### config.mk
export PLATFORM = sky130hd
export DESIGN_NAME = fp32_div_seq
export DESIGN_NICKNAME = d
export VERILOG_FILES = /design/src/rtl/fp32_pkg.sv /design/src/rtl/fp_div_step.sv /design/src/rtl/fp32_div_seq.sv
export SDC_FILE = /design/constraint.sdc
export NUM_CORES = 1
export LEC_CHECK = 0
export CORE_MARGIN = 2
export CORE_UTILIZATION = 58
export CTS_CLUSTER_DIAMETER = 100
export CTS_CLUSTER_SIZE = 28
export DETAILED_ROUTE_END_ITERATION = 10
export GPL_ROUTABILITY_DRIVEN = 0
export GPL_TIMING_DRIVEN = 0
export PLACE_DENSITY = 0.8
export SKIP_LAST_GASP = 1
export SLEW_MARGIN = 15
export SYNTH_ARGS = -nofsm -noshare
export SYNTH_HDL_FRONTEND = slang
export SYNTH_SLANG_ARGS = --single-unit
### constraint.sdc
create_clock -name clk -period 4.5 [get_ports clk]
set_input_delay 0.45 -clock clk [delete_from_list [all_inputs] [get_ports clk]]
set_output_delay 0.45 -clock clk [all_outputs]
set_load 0.01 [all_outputs]
### src/rtl/fp32_pkg.sv
// Shared constants, FSM state type and special-value helper for the FP32 divider.
package fp32_pkg;

   localparam int unsigned EXP_W     = 8;
   localparam int unsigned MAN_W     = 23;
   localparam int unsigned BIAS      = 127;
   localparam logic [EXP_W-1:0] EXP_MAX  = 8'hFF;
   localparam logic [MAN_W-1:0] QINF_MAN = 23'd0;
   localparam int unsigned DIV_ITERS = 25;

   typedef enum logic [2:0] {IDLE, PREP, DIV, ROUND, DONE} div_state_t;

   function automatic logic [EXP_W+MAN_W:0] inf_word(input logic sign);
      return {sign, EXP_MAX, QINF_MAN};
   endfunction

endpackage

### src/rtl/fp_div_step.sv
// One restoring-division step: compare, conditionally subtract, shift left.
module fp_div_step
#(
   parameter int unsigned SIG_W = 24
)(
   input  logic [SIG_W+1:0] r,
   input  logic [SIG_W-1:0] sig_b,
   output logic             qbit,
   output logic [SIG_W+1:0] r_next
);

   logic [SIG_W+1:0] divisor;
   logic [SIG_W+1:0] r_sel;

   // The remainder stays below 2*sig_b, so the shifted-out MSB is always zero.
   always_comb begin
      divisor = {2'b00, sig_b};
      qbit    = (r >= divisor);
      r_sel   = qbit ? (r - divisor) : r;
      r_next  = r_sel << 1;
   end

endmodule

### src/rtl/fp32_div_seq.sv
// Sequential FP32 divider: radix-2 restoring, one quotient bit per cycle,
// start/done handshake, denormals flushed, exponent 255 treated as exception.
module fp32_div_seq
#(
   parameter int unsigned EXP_W = fp32_pkg::EXP_W,
   parameter int unsigned MAN_W = fp32_pkg::MAN_W,
   parameter int unsigned BIAS  = fp32_pkg::BIAS
)(
   input  logic                   clk,
   input  logic                   rst_n,
   input  logic                   start,
   input  logic [EXP_W+MAN_W:0]   a,
   input  logic [EXP_W+MAN_W:0]   b,
   output logic                   busy,
   output logic                   done,
   output logic [EXP_W+MAN_W:0]   res,
   output logic                   exception,
   output logic                   div_by_zero,
   output logic                   overflow,
   output logic                   underflow
);

   import fp32_pkg::*;

   localparam int unsigned W     = EXP_W + MAN_W + 1;
   localparam int unsigned SIG_W = MAN_W + 1;
   localparam int unsigned Q_W   = SIG_W + 1;
   localparam int unsigned R_W   = SIG_W + 2;
   localparam int unsigned E_W   = EXP_W + 2;
   localparam logic [E_W-1:0] BIAS_E    = E_W'(BIAS);
   localparam logic [E_W-1:0] E_OVF     = E_W'(EXP_MAX);
   localparam logic [4:0]     LAST_ITER = 5'(DIV_ITERS - 1);

   div_state_t state, state_nxt;

   logic [W-1:0]     a_q, b_q;
   logic             sign_q;
   logic [SIG_W-1:0] sig_b_q;
   logic [R_W-1:0]   r_q;
   logic [Q_W-1:0]   q_q;
   logic [4:0]       cnt_q;
   logic [E_W-1:0]   e_q;

   logic [EXP_W-1:0] ea, eb;
   logic [SIG_W-1:0] sig_a, sig_b;
   logic             sign_w, is_exc, b_zero, a_zero, special, shift;
   logic [R_W-1:0]   r_prep;
   logic [E_W-1:0]   e_prep;

   always_comb begin
      ea      = a_q[W-2 -: EXP_W];
      eb      = b_q[W-2 -: EXP_W];
      sig_a   = {ea != '0, a_q[MAN_W-1:0]};
      sig_b   = {eb != '0, b_q[MAN_W-1:0]};
      sign_w  = a_q[W-1] ^ b_q[W-1];
      is_exc  = (ea == EXP_MAX) || (eb == EXP_MAX);
      b_zero  = (eb == '0);
      a_zero  = (ea == '0);
      special = is_exc || b_zero || a_zero;
      shift   = (sig_a < sig_b);
      r_prep  = shift ? {1'b0, sig_a, 1'b0} : {2'b00, sig_a};
      e_prep  = E_W'(ea) - E_W'(eb) + BIAS_E - E_W'(shift);
   end

   logic           qbit;
   logic [R_W-1:0] r_step;

   fp_div_step #(.SIG_W(SIG_W)) u_step (
      .r      (r_q),
      .sig_b  (sig_b_q),
      .qbit   (qbit),
      .r_next (r_step)
   );

   logic             guard, sticky, up, carry, res_ovf, res_unf;
   logic [MAN_W:0]   frac_rnd;
   logic [MAN_W-1:0] man_rnd;
   logic [E_W-1:0]   e_rnd;

   // Q[24] is always 1, so a carry out of the stored fraction is the carry out of Q[24:1].
   always_comb begin
      guard    = q_q[0];
      sticky   = |r_q;
      up       = guard & (sticky | q_q[1]);
      frac_rnd = {1'b0, q_q[MAN_W:1]} + (MAN_W+1)'(up);
      carry    = frac_rnd[MAN_W] & q_q[Q_W-1];
      man_rnd  = carry ? '0 : frac_rnd[MAN_W-1:0];
      e_rnd    = carry ? (e_q + E_W'(1)) : e_q;
      res_ovf  = ($signed(e_rnd) >= $signed(E_OVF));
      res_unf  = e_rnd[E_W-1] || (e_rnd == '0);
   end

   always_comb begin
      state_nxt = state;
      case (state)
         IDLE:    if (start) state_nxt = PREP;
         PREP:    state_nxt = special ? DONE : DIV;
         DIV:     if (cnt_q == LAST_ITER) state_nxt = ROUND;
         ROUND:   state_nxt = DONE;
         DONE:    state_nxt = IDLE;
         default: state_nxt = IDLE;
      endcase
   end

   always_ff @(posedge clk) begin
      if (!rst_n) begin
         state       <= IDLE;
         busy        <= 1'b0;
         done        <= 1'b0;
         res         <= '0;
         exception   <= 1'b0;
         div_by_zero <= 1'b0;
         overflow    <= 1'b0;
         underflow   <= 1'b0;
         a_q         <= '0;
         b_q         <= '0;
         sign_q      <= 1'b0;
         sig_b_q     <= '0;
         r_q         <= '0;
         q_q         <= '0;
         cnt_q       <= '0;
         e_q         <= '0;
      end else begin
         state <= state_nxt;
         busy  <= (state == PREP) || (state == DIV) || (state == ROUND);
         done  <= (state == DONE);
         case (state)
            IDLE: begin
               if (start) begin
                  a_q         <= a;
                  b_q         <= b;
                  exception   <= 1'b0;
                  div_by_zero <= 1'b0;
                  overflow    <= 1'b0;
                  underflow   <= 1'b0;
               end
            end
            PREP: begin
               sign_q  <= sign_w;
               sig_b_q <= sig_b;
               r_q     <= r_prep;
               q_q     <= '0;
               cnt_q   <= '0;
               e_q     <= e_prep;
               if (is_exc) begin
                  res       <= inf_word(sign_w);
                  exception <= 1'b1;
               end else if (b_zero) begin
                  res         <= inf_word(sign_w);
                  div_by_zero <= 1'b1;
               end else if (a_zero) begin
                  res <= '0;
               end
            end
            DIV: begin
               r_q   <= r_step;
               q_q   <= {q_q[Q_W-2:0], qbit};
               cnt_q <= cnt_q + 5'd1;
            end
            ROUND: begin
               if (res_ovf) begin
                  res      <= inf_word(sign_q);
                  overflow <= 1'b1;
               end else if (res_unf) begin
                  res       <= '0;
                  underflow <= 1'b1;
               end else begin
                  res <= {sign_q, e_rnd[EXP_W-1:0], man_rnd};
               end
            end
            default: ;
         endcase
      end
   end

endmodule

Where the registers sit:
Scale: 2 px per um. Other sequential cells in the stronger grey, the rest of the logic in the fainter grey.
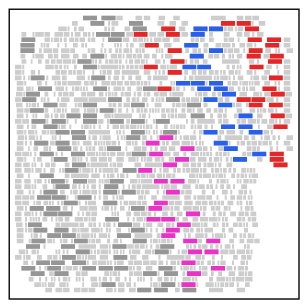
[res] red | placed flops: 32 | where: north-east
[q_q] blue | placed flops: 25
[r_q] magenta | placed flops: 26
not coloured: 113
post-route core utilization: 69.2%
share of cell area taken by flip-flops and latches: 29.3%
Sequential Power: 1990 uW
area of all sequential standard cells: 0.00392 mm2

Routing congestion map:
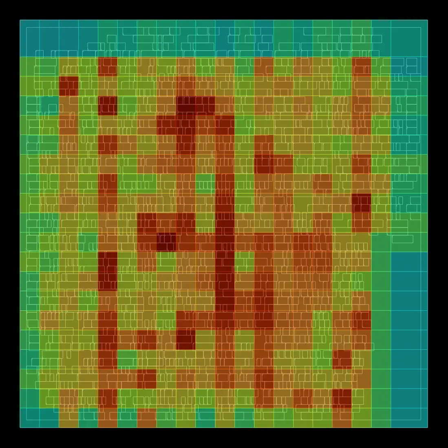
mean routed wirelength per cell: 16.3 um
global routing met2 resource utilization: 46.3%
overall fraction of global-route tracks in use: 29.5%
global routing met1 resource utilization: 40.4%

Metal 3:
Scale: 2 px per um. Cells faint in the background.
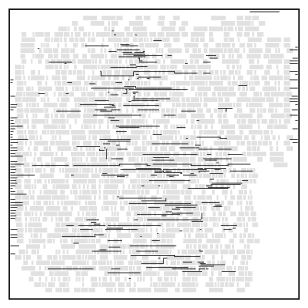
wire length on this layer: 1850 um
main direction: horizontal
DR vias: 10538
aggregate routed wire length: 29700 um
GR met3 Demand/Resource: 5.13%

==> results_tabular.tex <==
% Synthesis and place-and-route results
\begin{tabular}{lr}
\hline
Metric & Value \\
\hline
\multicolumn{2}{l}{\textbf{Run status}} \\
Result of the run & finished clean \\
\multicolumn{2}{l}{\textbf{Hold path}} \\
Hold Path Origin & exception \\
\multicolumn{2}{l}{\textbf{Synth}} \\
Library cell occupying the most area in the post-synthesis netlist & sky130\_fd\_sc\_hd\_\_dfxtp\_1 \\
Number of distinct standard cells referenced by the synthesized netlist & 68 \\
Mean post-synth cell area & 8.04 um2 \\
Summed standard-cell area reported by yosys & 0.0114 mm2 \\
Post-synth mux share & 3.22\% \\
Flip-flop and latch count after synthesis & 196 \\
Biggest area contributors in the synthesized netlist & sky130\_fd\_sc\_hd\_\_dfxtp\_1, sky130\_fd\_sc\_hd\_\_nand2\_1, sky130\_fd\_sc\_hd\_\_ha\_1 \\
Number of warnings printed during yosys synthesis & 0 \\
\multicolumn{2}{l}{\textbf{STA}} \\
Final cycle utilization of the critical path & 94.0\% \\
Worst hold-check slack & 0.451 ns \\
Tightest slew margin relative to the limit & 55.6\% \\
Final setup fails & 0 \\
\multicolumn{2}{l}{\textbf{Global route}} \\
Via count of the first global-routing pass & 9913 \\
First-pass GRT wire length & 48700 um \\
GRT Residual Overflow & 0 \\
\multicolumn{2}{l}{\textbf{Setup path}} \\
Startpoint of the worst-slack reg-to-reg timing path & b\_q[13] \\
Critical path's top delay family & AND-OR/OR-AND gates \\
Element type at the critical path start & flop \\
Buffers \& Inverters on Critical Path & 4 \\
\multicolumn{2}{l}{\textbf{Clock tree}} \\
Number of buffers added by the clock tree synthesis step & 17 \\
Clk sinks & 196 \\
Number of buffers inserted by hold repair at cts & 0 \\
Insertion delay to the later sink of the worst-skew pair & 0.44 ns \\
\multicolumn{2}{l}{\textbf{Layout}} \\
Net count, final & 1679 \\
Fill count & 1623 \\
\multicolumn{2}{l}{\textbf{Pwr}} \\
Power consumption & 5960 uW \\
Switching share of total power & 37.9\% \\
Total internal power & 3700 uW \\
Part of the total power dissipated in combinational logic & 41.9\% \\
\multicolumn{2}{l}{\textbf{Flow run}} \\
Max capacitance violation total & 0 \\
\multicolumn{2}{l}{\textbf{Floorplan}} \\
Die width & 144 um \\
Number of placement rows & 51 \\
\multicolumn{2}{l}{\textbf{Place}} \\
Detailed Place HPWL & 22900 um \\
\hline
\end{tabular}
## final cells by class
type	count	share of cell area, %
multi-input combinational	1056	51.2
sequential	196	29.3
timing repair buffer	108	7.99
clock buffer	19	3.24
buffer	86	2.66
tap	265	2.48
inverter	77	2.16
clock inverter	12	0.926
## registers in the layout (all words and copies together) (netlist names)
name / count
busy: 1
b_q: 32
sig_b_q: 24
r_q: 26
e_q: 10
exception: 1
res: 32
cnt_q: 5
div_by_zero: 1
underflow: 1
state: 3
sign_q: 1
overflow: 1
done: 1
a_q: 32
q_q: 25
## worst min-delay path, delay by kind of cell, from the launching register on
kind                   cells  cell delay (ns)
AND-OR/OR-AND              1             0.05
buffers and inverters      1             0.05
flip-flops                 1             0.31
## power by group through the flow
| stage | clock network [uW] | logic [uW] | registers [uW] |
|---|---|---|---|
| after floorplan | 0 | 1810 | 1980 |
| after global placement | 0 | 2310 | 2020 |
| after detailed placement | 0 | 2380 | 2020 |
| after CTS | 1490 | 2420 | 1980 |
| after global routing | 1550 | 2730 | 2000 |
| final | 1470 | 2490 | 1990 |
## worst paths after layout
| path | cells after the start | slack, ns | to |
|---|---|---|---|
| max | 21 | 0.27 | e_q[9] |
| min | 2 | 0.45 | exception |
| max reg2reg | 21 | 0.27 | e_q[9] |
| min reg2reg | 2 | 0.45 | exception |
## synth_stat cells (12+ instances only)
library cell,instances
sky130_fd_sc_hd__o21ai_0,55
sky130_fd_sc_hd__inv_1,77
sky130_fd_sc_hd__nor2b_1,39
sky130_fd_sc_hd__dfxtp_1,196
sky130_fd_sc_hd__a21boi_0,95
sky130_fd_sc_hd__mux2i_1,31
sky130_fd_sc_hd__nand4_1,25
sky130_fd_sc_hd__nor2_1,74
sky130_fd_sc_hd__and3_1,12
sky130_fd_sc_hd__ha_1,67
sky130_fd_sc_hd__clkbuf_1,68
sky130_fd_sc_hd__a22oi_1,27
sky130_fd_sc_hd__a21o_1,14
sky130_fd_sc_hd__nor3_1,14
sky130_fd_sc_hd__nand3_1,25
sky130_fd_sc_hd__nor4_1,14
sky130_fd_sc_hd__o21ai_2,20
sky130_fd_sc_hd__a221oi_1,13
sky130_fd_sc_hd__a21oi_1,50
sky130_fd_sc_hd__xnor2_1,40
sky130_fd_sc_hd__xor2_1,23
sky130_fd_sc_hd__a211oi_1,13
sky130_fd_sc_hd__nand2_1,274
## what timing repair did
item	4_1_cts	5_1_grt
pin swaps	0	1
buffers inserted	0	4
setup endpoints to repair	5	3
cloned	0	0
gates resized	4	3
## metal layers
layer / wire [um] / GRT usage (%) / up-vias
li1: - / - / 5180
met1: 13700 / 40.4 / 4870
met2: 13200 / 46.3 / 416
met3: 1850 / 5.13 / 72
met4: 910 / 11.7 / 0
met5: 0 / 0 / -
## kinds of logic (layout without fill, tap and decap cells)
| family | after synthesis | after routing |
|---|---|---|
| DFF | 196 | 196 |
| and+or+nand+nor | 526 | 526 |
| AOI/OAI and AO/OA | 361 | 361 |
| buffers and inverters | 163 | 302 |
| xor gates and xnor gates | 63 | 63 |
| muxes | 36 | 36 |
| adders and majority gates | 70 | 70 |
Power is estimated from default activity; no workload was simulated.
